### Cell placement

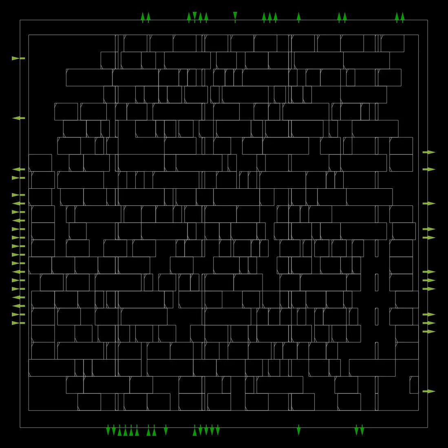
### Nets reached from selected ports

The bar under the picture is 20 um long.
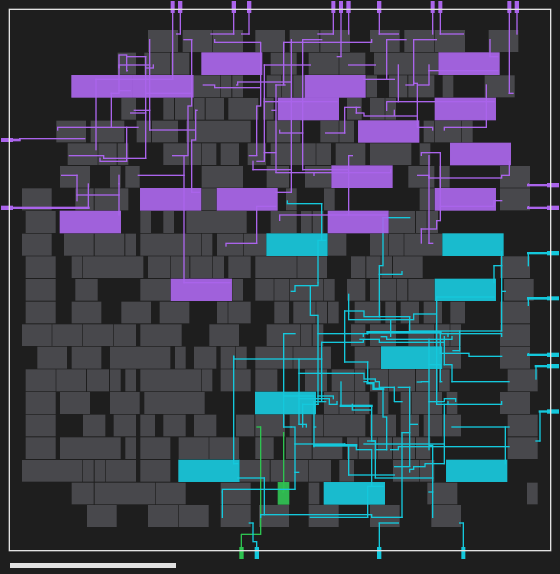
===== src/rtl/fetch_seq_if.sv =====
// fetch_seq_if: ROM/decoder-facing bus of the instruction-fetch stage.
// Ports: rom_data/bus/decoder controls in, rom_addr/pc/ir/exec/retired/halted out.
// master = fetch stage, slave = ROM + decoder + datapath side.
interface fetch_seq_if #(
  parameter int COUNT_W = 16
);
  // ROM and data bus
  logic [7:0]         rom_data;
  logic [7:0]         bus;
  // decoder control (meaningful only while exec is high)
  logic               loadBarIR;
  logic               assertBarRom;
  logic               doJump;
  // fetch stage outputs
  logic [7:0]         rom_addr;
  logic [7:0]         pc;
  logic [7:0]         ir;
  logic               exec;
  logic [COUNT_W-1:0] retired;
  logic               halted;

  modport master (
    input  rom_data, bus, loadBarIR, assertBarRom, doJump,
    output rom_addr, pc, ir, exec, retired, halted
  );

  modport slave (
    output rom_data, bus, loadBarIR, assertBarRom, doJump,
    input  rom_addr, pc, ir, exec, retired, halted
  );
endinterface


===== src/rtl/fetch_seq.sv =====
// fetch_seq: instruction-fetch stage owning PC and IR, alternating FETCH/EXEC phases.
// Ports: clk, reset (sync, active-high), hold (freeze all state), f (fetch_seq_if.master).
// Optional FETCH_HALT_EN: executing 8'hFF latches halted and freezes the stage until reset.
module fetch_seq #(
  parameter logic [7:0] RESET_PC = 8'h00,
  parameter int         COUNT_W  = 16
) (
  input  logic         clk,
  input  logic         reset,
  input  logic         hold,
  fetch_seq_if.master  f
);

  typedef enum logic {
    FETCH = 1'b0,
    EXEC  = 1'b1
  } state_t;

  state_t             state;
  logic [7:0]         pcQ;
  logic [7:0]         irQ;
  logic [COUNT_W-1:0] retiredQ;

  logic               frozen;
  logic               haltHit;
  logic [7:0]         pcInc;
  logic [7:0]         pcImm;

  // Plain increment for FETCH; EXEC only advances when the decoder
  // consumed the ROM immediate (assertBarRom low).
  assign pcInc = pcQ + 8'd1;
  assign pcImm = pcQ + {7'd0, ~f.assertBarRom};

`ifdef FETCH_HALT_EN
  logic haltedQ;
  // 8'hFF decodes to destination 7, which is otherwise unused: reuse as HALT.
  assign haltHit  = (irQ == 8'hFF);
  // Once halted, the stage behaves as if hold were stuck high.
  assign frozen   = hold | haltedQ;
  assign f.halted = haltedQ;
`else
  assign haltHit  = 1'b0;
  assign frozen   = hold;
  assign f.halted = 1'b0;
`endif

  always_ff @(posedge clk) begin
    if (reset) begin
      // Reset dominates hold and abandons any instruction in flight.
      state    <= FETCH;
      pcQ      <= RESET_PC;
      irQ      <= 8'h00;
      retiredQ <= '0;
`ifdef FETCH_HALT_EN
      haltedQ  <= 1'b0;
`endif
    end else if (!frozen) begin
      case (state)
        FETCH: begin
          // Decoder controls are don't-care here.
          irQ   <= f.rom_data;
          pcQ   <= pcInc;
          state <= EXEC;
        end
        EXEC: begin
          // The halting EXEC still counts as a completed EXEC cycle.
          retiredQ <= retiredQ + {{(COUNT_W-1){1'b0}}, 1'b1};
          if (haltHit) begin
            // pc, ir and state hold; the halt flag freezes the stage afterwards.
`ifdef FETCH_HALT_EN
            haltedQ <= 1'b1;
`endif
          end else if (f.doJump) begin
            // Jump wins over an (illegal) simultaneous IR load: IR untouched.
            pcQ   <= f.bus;
            state <= FETCH;
          end else if (!f.loadBarIR) begin
            // IR reload: stay in EXEC so the new byte executes without a fetch.
            irQ   <= f.bus;
            pcQ   <= pcImm;
            state <= EXEC;
          end else begin
            pcQ   <= pcImm;
            state <= FETCH;
          end
        end
        default: state <= FETCH;
      endcase
    end
  end

  assign f.rom_addr = pcQ;
  assign f.pc       = pcQ;
  assign f.ir       = irQ;
  assign f.exec     = (state == EXEC);
  assign f.retired  = retiredQ;

endmodule


===== src/flat_wrapper.sv =====
// flat-port wrapper written by rule: the top's interface ports become plain ports
module fetch_seq_flat 
#(
  parameter logic [7:0] RESET_PC = 8'h00,
  parameter int         COUNT_W  = 16
)
  (clk, reset, hold, f_rom_data, f_bus, f_loadBarIR, f_assertBarRom, f_doJump, f_rom_addr, f_pc, f_ir, f_exec, f_retired, f_halted);
  fetch_seq_if #(.COUNT_W(COUNT_W)) f_i ();
  input  logic clk;
  input  logic reset;
  input  logic hold;
  input wire logic [$bits(f_i.rom_data)-1:0] f_rom_data;
  input wire logic [$bits(f_i.bus)-1:0] f_bus;
  input wire logic [$bits(f_i.loadBarIR)-1:0] f_loadBarIR;
  input wire logic [$bits(f_i.assertBarRom)-1:0] f_assertBarRom;
  input wire logic [$bits(f_i.doJump)-1:0] f_doJump;
  output wire logic [$bits(f_i.rom_addr)-1:0] f_rom_addr;
  output wire logic [$bits(f_i.pc)-1:0] f_pc;
  output wire logic [$bits(f_i.ir)-1:0] f_ir;
  output wire logic [$bits(f_i.exec)-1:0] f_exec;
  output wire logic [$bits(f_i.retired)-1:0] f_retired;
  output wire logic [$bits(f_i.halted)-1:0] f_halted;
  assign f_i.rom_data = f_rom_data;
  assign f_i.bus = f_bus;
  assign f_i.loadBarIR = f_loadBarIR;
  assign f_i.assertBarRom = f_assertBarRom;
  assign f_i.doJump = f_doJump;
  assign f_rom_addr = f_i.rom_addr;
  assign f_pc = f_i.pc;
  assign f_ir = f_i.ir;
  assign f_exec = f_i.exec;
  assign f_retired = f_i.retired;
  assign f_halted = f_i.halted;
  fetch_seq #(.RESET_PC(RESET_PC), .COUNT_W(COUNT_W)) u_core (.clk(clk), .reset(reset), .hold(hold), .f(f_i));
endmodule

===== config.mk =====
export PLATFORM = sky130hd
export DESIGN_NAME = fetch_seq_flat
export DESIGN_NICKNAME = d
export VERILOG_FILES = /design/src/rtl/fetch_seq_if.sv /design/src/rtl/fetch_seq.sv /design/src/flat_wrapper.sv
export SDC_FILE = /design/constraint.sdc
export NUM_CORES = 1
export LEC_CHECK = 0
export ABC_AREA = 0
export CORE_MARGIN = 1
export CORE_UTILIZATION = 49
export CTS_CLUSTER_SIZE = 28
export DETAILED_ROUTE_END_ITERATION = 10
export PLACE_DENSITY_LB_ADDON = 0.25
export SLEW_MARGIN = 10
export SYNTH_ARGS = -nofsm -noshare
export SYNTH_HDL_FRONTEND = slang
export SYNTH_SLANG_ARGS = --single-unit

===== constraint.sdc =====
create_clock -name clk -period 3.15 [get_ports clk]
set_clock_uncertainty 0.2 [all_clocks]
set_input_delay 0.63 -clock clk [delete_from_list [all_inputs] [get_ports clk]]
set_output_delay 0.63 -clock clk [all_outputs]
set_load 0.02 [all_outputs]

==> changes_impl.md <==
### Physical design

* Run status: completed
* Fin. Hold Viols at 0
* CP bufs+invs at 1
* CP Class: reg -> out
* Crit-path max FO at 11
* Drt first pass iters at 4
* Most frequent cell after synthesis: dfxtp_1
* Drt drc at 0
* CP Cell Sequence: clkdlybuf4s50_1
* Via Count at 1868
* Max-slew violations at 0
* Commonest flop: dfxtp_1
* Clock-pin slew on the worst setup and hold paths at 0.07 ns
* Mean area per synthesized cell at 8.33 um2
* Highest clock rate at 0.425 GHz
* Power per Cell Area at 377 nW/um2
* Distinct lib cells at 46
* RSZ-0062 raised after global routing: no
* Post-synthesis net count at 259
* Area delta synth->final at 34.1%
* Final ANT Viol Nets at 0
* Post-DP HPWL at 3250 um
* Net count, final at 308
* Leak at 0.000966 uW
* Ys cells at 233
* CTS tree: done
* Max Buffers Root-to-Sink at 2
* Final wirelength at 4670 um
* Worst Max-Slew Pin Slew at 0.616 ns
* Synth cell count leaders: dfxtp_1 (33), nor2_1 (32), nand2_1 (14)
* Crit path time final at 2.35 ns
* Async SR Flop Fraction at 0%
* Initial antenna violation count at 0
* FP Util at 52.2%
* Clock Root Buffer: clkbuf_8
* N_diodes at 0
* GRT Total Usage at 24.4%
* Gate Area at 1100 um2
* Die Ht at 64.9 um
* Slowest-stage cell, CP: clkdlybuf4s50_1
* Clk Latency, worst-skew pair at 0.29 ns
* Final worst path period share at 74.7%
* Yosys synthesis chip area at 1940 um2
* Top delay family on crit path: buffers and inverters
* Clock Sinks at 33
* Routed WL per cell at 14.1 um
* Vias per cell at 5.64
* # setup viols final at 0
* Total gr overflow at 0
* Worst setup EP type: output port
* Hold Path Class: reg -> reg
## Picture notes: 'Cell placement'
Fill cells: 316
non-filler cells, final: 331
Seq area share: 25.4%

## Picture notes: 'Nets reached from selected ports'
port	colour	bits	direction	edge	end cells	buffers	wire
f_retired	purple	16	output	12 north, 2 east, 2 west	16	16	587 um
f_rom_addr	cyan	8	output	5 east, 3 south	8	8	569 um
f_assertBarRom	green	1	input	south	1	1	24.5 um
boundary pin count: 64
port bufs: 62

-- through the flow --
step / power (uW) / setup WS [ns] / instances
after floorplan: 587 / 1.20 / 233
after global placement: 667 / 0.699 / 323
after detailed placement: 669 / 0.665 / 323
after CTS: 983 / 0.793 / 331
after global routing: 1020 / 0.732 / 331
final: 981 / 0.797 / 331
-- layout make-up --
cell class | count | share of cell area [%]
clock buffer | 5 | 2.64
clock inverter | 3 | 0.673
inverter | 11 | 1.59
multi-input combinational | 164 | 42.1
sequential | 33 | 25.4
tap | 48 | 2.31
timing repair buffer | 67 | 25.3
-- cell usage in the layout (no fill, tap or decap), drive strengths merged, types with 6 or more instances in the layout --
cell           count
inv               11
mux2i             12
nor2              33
nand3              6
a211oi            12
clkdlybuf4s50     62
a21oi              8
dfxtp             33
nand2             14
xnor2             10
nor3               7
-- worst reg2reg max path, cell delays in order, from the launching register on --
cell and delay [ns]:
dfxtp_1 0.35, buf_4 0.36, nand3b_2 0.22, nor4_4 0.37, nand3_1 0.13, mux2_1 0.32
-- kinds of logic (layout without fill, tap and decap cells) --
family | count (synthesis) | in the layout | synth area share, %
compound gates | 44 | 44 | 15.7
xor+xnor | 13 | 13 | 5.87
fa+ha+maj | 4 | 4 | 2.58
buf+inv | 36 | 86 | 9.48
flops | 33 | 33 | 34.0
mux | 15 | 15 | 7.93
other cells | 1 | 1 | 0.193
simple gates | 87 | 87 | 24.2
-- power breakdown --
| part | switching [uW] | internal, uW |
|---|---|---|
| combinational | 102 | 102 |
| sequential | 24.0 | 435 |
| clock | 167 | 152 |
| total | 292 | 689 |
-- path summary, 6_finish.rpt --
kind / depth (start not counted) / end / start / slack (ns)
worst min register to register: 2 / u_core.f.retired[1]$_SDFFE_PP0P_ / u_core.f.retired[1]$_SDFFE_PP0P_ / 0.30
worst max register to register: 5 / u_core.f.retired[13]$_SDFFE_PP0P_ / u_core.f.exec$_SDFFE_PP0N_ / 1.10
worst min-delay path: 2 / u_core.f.retired[1]$_SDFFE_PP0P_ / u_core.f.retired[1]$_SDFFE_PP0P_ / 0.30
worst max-delay path: 1 / f_pc[1] / u_core.f.pc[1]$_SDFFE_PP0N_ / 0.80
-- flip-flops by register name, summed over array words and instances, names as in the netlist --
| register | cells |
|---|---|
| u_core.f.ir | 8 |
| u_core.f.exec | 1 |
| u_core.f.pc | 8 |
| u_core.f.retired | 16 |
-- layer usage --
layer / vias up / share of wire [%] / track usage [%]
met2: 76 / 47 / 38.2
met1: 869 / 46 / 32.6
met5: - / 0 / 0
li1: 916 / - / -
met3: 7 / 6.2 / 6.34
met4: 0 / 1.2 / 7.50
Power is estimated from default activity; no workload was simulated.
